[config.mk]
export PLATFORM = sky130hd
export DESIGN_NAME = multicore_launcher
export DESIGN_NICKNAME = d
export VERILOG_FILES = /design/src/rtl/multicore_pkg.sv /design/src/rtl/sat_counter.sv /design/src/rtl/multicore_launcher.sv
export SDC_FILE = /design/constraint.sdc
export NUM_CORES = 1
export LEC_CHECK = 0
export ABC_AREA = 1
export CAP_MARGIN = 10
export CORE_AREA = 2 2 75 77
export DETAILED_ROUTE_END_ITERATION = 10
export DIE_AREA = 0 0 77 79
export PLACE_DENSITY = 0.73
export SLEW_MARGIN = 15
export SYNTH_ARGS = -nofsm -noshare
export SYNTH_HDL_FRONTEND = slang
export SYNTH_SLANG_ARGS = --single-unit
export TNS_END_PERCENT = 30
[constraint.sdc]
create_clock -name clk -period 2.35 [get_ports clk]
set_clock_uncertainty 0.2 [all_clocks]
set_input_delay 0.5875 -clock clk [delete_from_list [all_inputs] [get_ports clk]]
set_output_delay 0.5875 -clock clk [all_outputs]
set_load 0.03 [all_outputs]
[src/rtl/multicore_pkg.sv]
// multicore_pkg: shared state encoding and default sizes for the multicore launcher
package multicore_pkg;
  localparam int CORE_COUNT = 4;
  localparam int CNT_WIDTH = 24;
  typedef enum logic [2:0] {IDLE, WAIT_READY, START, RUN, FINISH} state_t;
endpackage

[src/rtl/sat_counter.sv]
// sat_counter: unsigned up-counter with sync clear that sticks at all-ones (ports: clk, rst, clr, inc, count)
module sat_counter #(
  parameter int WIDTH = 8
) (
  input  logic             clk,
  input  logic             rst,
  input  logic             clr,
  input  logic             inc,
  output logic [WIDTH-1:0] count
);
  logic [WIDTH-1:0] count_q;
  always_ff @(posedge clk or posedge rst)
    if (rst) count_q <= '0;
    else count_q <= clr ? '0 : (inc && count_q != '1) ? count_q + 1'b1 : count_q;
  assign count = count_q;
endmodule

[src/rtl/multicore_launcher.sv]
// multicore_launcher: waits for masked cores ready, pulses start, gathers done, reports elapsed cycles (ports: launch/coreMask in, coreReady/coreDone from cores, coreStart to cores, busy/allDone/cycleCount status)
module multicore_launcher
  import multicore_pkg::*;
#(
  parameter int CORE_COUNT = multicore_pkg::CORE_COUNT,
  parameter int CNT_WIDTH = multicore_pkg::CNT_WIDTH
) (
  input  logic                  clk,
  input  logic                  rst,
  input  logic                  launch,
  input  logic [CORE_COUNT-1:0] coreMask,
  input  logic [CORE_COUNT-1:0] coreReady,
  input  logic [CORE_COUNT-1:0] coreDone,
  output logic [CORE_COUNT-1:0] coreStart,
  output logic                  busy,
  output logic                  allDone,
  output logic [CNT_WIDTH-1:0]  cycleCount
);
  state_t state_q;
  logic [CORE_COUNT-1:0] mask_q, done_seen_q;
  logic all_ready, all_done, cnt_clr, cnt_inc;
  assign all_ready = (coreReady & mask_q) == mask_q;
  // Dones arriving this cycle count toward completion without waiting for doneSeen to update.
  assign all_done = ((done_seen_q | coreDone) & mask_q) == mask_q;
  assign cnt_clr = (state_q == IDLE && launch && coreMask == '0) || (state_q == WAIT_READY && all_ready);
  assign cnt_inc = state_q == START || state_q == RUN;
  always_ff @(posedge clk or posedge rst)
    if (rst) begin
      state_q <= IDLE;
      mask_q <= '0;
      done_seen_q <= '0;
    end else
      case (state_q)
        IDLE:
          if (launch) begin
            if (coreMask != '0) begin
              mask_q <= coreMask;
              state_q <= WAIT_READY;
            end else state_q <= FINISH;
          end
        WAIT_READY:
          if (all_ready) begin
            done_seen_q <= '0;
            state_q <= START;
          end
        START: state_q <= RUN;
        RUN: begin
          done_seen_q <= done_seen_q | (coreDone & mask_q);
          if (all_done) state_q <= FINISH;
        end
        default: state_q <= IDLE;
      endcase
  sat_counter #(.WIDTH(CNT_WIDTH)) u_cnt (
    .clk(clk),
    .rst(rst),
    .clr(cnt_clr),
    .inc(cnt_inc),
    .count(cycleCount)
  );
  assign coreStart = state_q == START ? mask_q : '0;
  assign busy = state_q != IDLE;
  assign allDone = state_q == FINISH;
endmodule
flops_by_reg.png
(8 px per um)
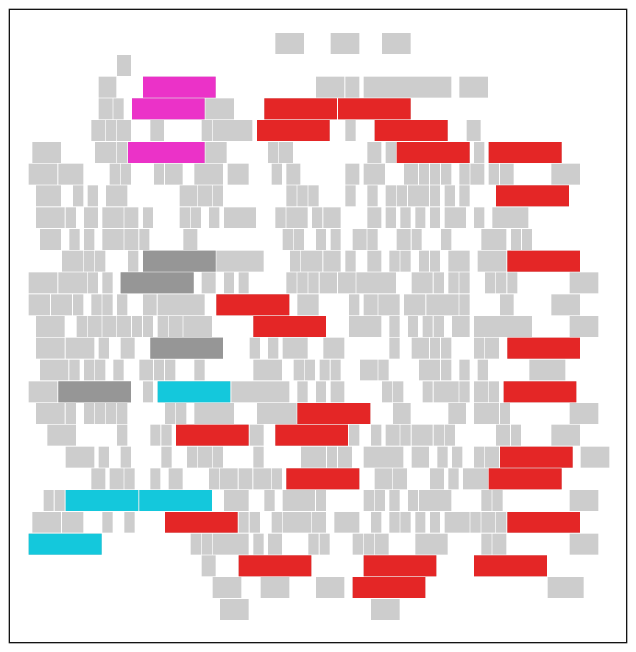
red -> u_cnt.count  # sequential cells 24
cyan -> done_seen_q  # sequential cells 4, where bottom left
magenta -> state_q  # sequential cells 3

io_fan.png
(6 px per um)
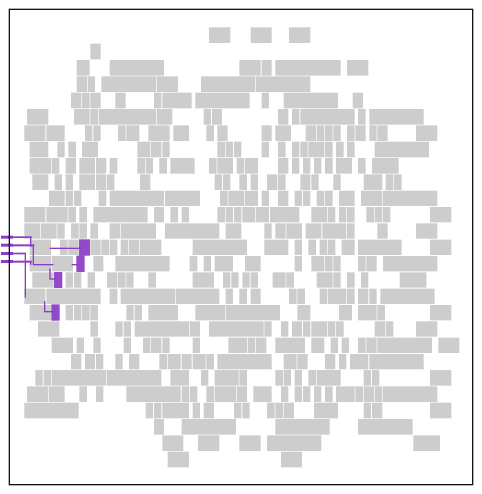
purple -> coreReady  # bits 4, direction input, end cells 4, buffers 4, wire 39.8 um

metal_density.png
(4 px per um) 15 x 16 tiles, from dark blue (low) to red (high), scaled to the fullest tile. Values are wire area over tile area, all layers added.
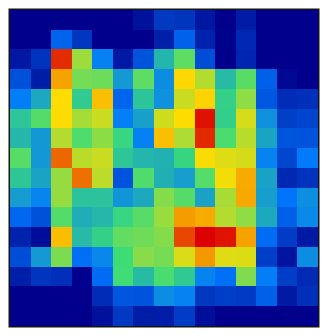
tiles over half the peak = 32%
nearly empty tiles = 16%
emptiest ninth of the die = top right

wires.png
(4 px per um) Two of the layers only.
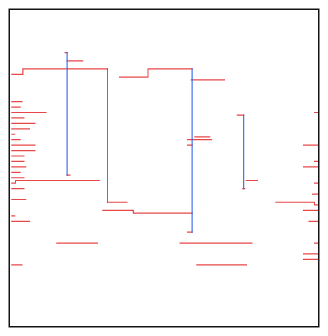
blue -> metal 4  # wire length 123 um
red -> metal 3  # wire length 269 um
global routing usage summed across all routing layers: 19.65%
overall routed net length: 5431 um
mean routed wirelength per cell: 11.99 um

==> ci_impl_report.md <==
## Implementation flow summary

| Metric | Value |
|---|---|
| Result of the run | completed |
| Initial antenna violation count | 0 |
| Sum of met3 wire segment lengths after detailed routing | 269 um |
| Synth cell types | 30 |
| I/O pin total | 45 |
| Worst hold margin | 0.3127 ns |
| Core Util, Final | 55.77% |
| Capture point of the critical path | cycleCount[20] |
| Die Area | 0.006083 mm^2 |
| Main flop type after synthesis | sky130_fd_sc_hd__dfrtp_1 |
| Standard-cell row count | 27 |
| Synth Instances | 327 |
| VDD IR max | 644.8 uV |
| Post-synth design cell area | 0.002302 mm^2 |
| Width of the chip | 77 um |
| Average via count per standard cell | 4.974 |
| Clock tree from TritonCTS | built |
| Final period demand of the worst path | 2.280 ns |
| Series of cell instances along the critical path | clkdlybuf4s50_1 |
| Max-slew headroom | 51.54% |
| Largest cells by area after synthesis | sky130_fd_sc_hd__dfrtp_1 (38%), sky130_fd_sc_hd__nand2_1 (18%), sky130_fd_sc_hd__nand3_1 (7.4%) |
| Peak clock frequency supported by timing | 438.6 MHz |
| Resize count post-CTS | 6 |
| Endpoint of the worst hold path | done_seen_q[2] |
| Main kind of combinational logic by area | simple AND/OR/NAND/NOR gates |
| Chip area estimate from yosys synthesis | 0.002302 mm^2 |
| Clock transition at the registers of the reported paths | 0.07 ns |
| Routability-driven placement congestion ratio | 0.8501 |
| Transition at the pin with the smallest max-transition slack | 0.7253 ns |
| Startpoint of the lowest-slack register-to-register path | u_cnt.count[0] |
| Pwr dens | 1328 mW/mm^2 |
| Proportion of layout cells with a drive suffix above 1 | 11.55% |
| Total number of cells along the worst setup path | 1 |
| Worst Setup Path Type | reg -> out |
| Cell type with the highest aggregate area in the netlist | sky130_fd_sc_hd__dfrtp_1 |
| AND-OR/OR-AND share of the synthesized area | 6.522% |
| Post-route DRC | 0 |
| Max incr delay on CP | 0.72 ns |
| Area of all placed cells without fillers | 0.002977 mm^2 |
| Area fraction in and, or, nand and nor cells after synthesis | 42.93% |
| Worst Hold Path Cells | 2 |
| Met2 Wirelength | 2689 um |
| Synth warnings | 0 |
| Number of buffer cells added on primary ports | 44 |
| Routing usage on met1 | 22.79% |
| Count of state elements after synthesis | 35 |
| Remaining number of nets flagged by the antenna check after routing | 0 |
| Final global-route overflow total | 0 |
| GR met3 Demand/Resource | 3.977% |
| Inserted Clock Buffers | 5 |
| Proportion of netlist area held by the largest area contributor | 38.04% |
| Capture instance of the worst register-to-register path | u_cnt.count[19] |
| Crit-path max FO | 8 |
| CTS Hold Bufs | 0 |
| Hold wc startpoint | done_seen_q[2] |
| Worst setup slack after layout | 0.07007 ns |
| Met2 global-route usage | 35.61% |
| Max-slew violation total from the final report | 0 |
| FF+latch area | 877.1 um^2 |
| Highest metal used | met4 |
| Inst Count DP | 445 |
| Tool Warnings | 27 |
| Net count after synthesis | 343 |
| Category of the worst setup path launch point | flop |
| Post-layout nets | 397 |
| Cell with the most instances after synthesis | sky130_fd_sc_hd__nand2_1 |
| Worst Hold Class | reg -> reg |
| Inserted Diodes | 0 |
| Global-route wire length before repair | 9646 um |
| Final TNS setup | 0 ns |
| Root buffer selected by CTS | sky130_fd_sc_hd__clkbuf_8 |
| Endpoint required time on the critical path | 1.56 ns |
| CP top delay family | buffers and inverters |
| Commonest cells after routing, fill and taps aside | sky130_fd_sc_hd__nand2_1 (108), sky130_fd_sc_hd__inv_1 (36), sky130_fd_sc_hd__clkdlybuf4s50_1 (35), sky130_fd_sc_hd__nand3_1 (34), sky130_fd_sc_hd__dfrtp_1 (34) |
| Number of cells in Yosys stat | 327 |
| Critical Path Start | u_cnt.count[20] |
| Placed wire-length estimate | 3999 um |
| Largest net degree at the start of global routing | 36 |
| Leak Pwr | 1.544 nW |
| Bufs on Longest Clock Path | 2 |
| Post-Synth Adder-Cell Area | 0.5435% |
| Worst Reg-to-Reg Cells | 9 |
| H-tree depth | 2 |
| DRC marker count from the first detailed-route iteration | 169 |
| Core area | 0.005338 mm^2 |
| Dpl cell area | 0.002836 mm^2 |
| FP Util | 43.13% |
| Number of inserted filler cells in the final layout | 551 |
| Number of enable-type register cells in the synthesized netlist | 0 |
| Internal reg-to-reg setup slack | 0.48 ns |
| Via count of the first global-routing pass | 2171 |
| Hold violation count in the final report | 0 |
| RSZ-0062 raised after global routing | yes |
| Crit-path slowest cell | sky130_fd_sc_hd__clkdlybuf4s50_1 |
| Total power | 3.953 mW |
| Vias | 2253 |
| Worst-skew pair later-pin latency | 0.29 ns |
| Layout overhead on the synthesized area | 29.29% |
| Top post-synthesis cells by count | sky130_fd_sc_hd__nand2_1 (108), sky130_fd_sc_hd__inv_1 (36), sky130_fd_sc_hd__dfrtp_1 (35), sky130_fd_sc_hd__nand3_1 (34), sky130_fd_sc_hd__nor2_1 (33) |
| Clock sink count | 35 |
| Height of the chip | 79 um |
| Area used by multi-input combinational logic | 0.001254 mm^2 |
[report_power, final]
| part | leakage (nW) | switching [mW] | total, mW | internal (mW) |
|---|---|---|---|---|
| combinational | 1.03 | 1.27 | 2.11 | 0.837 |
| sequential | 0.463 | 0.424 | 1.32 | 0.892 |
| clock | 0.0513 | 0.217 | 0.528 | 0.311 |
| total | 1.54 | 1.91 | 3.95 | 2.04 |
[area by class of cell]
cell class              instances  share of cell area, %
flip-flops and latches         35                  29.47
well taps                      72                  3.026
repair buffers                 53                  16.90
multi-input cells             246                  42.12
inverters                      40                  5.044
clock buffers                   6                  2.438
clock inverters                 1                  1.009
[registers in the layout, indices dropped and copies added (netlist names)]
register	count
done_seen_q	4
state_q	3
mask_q	4
u_cnt.count	24
Power and IR drop assume default switching activity.
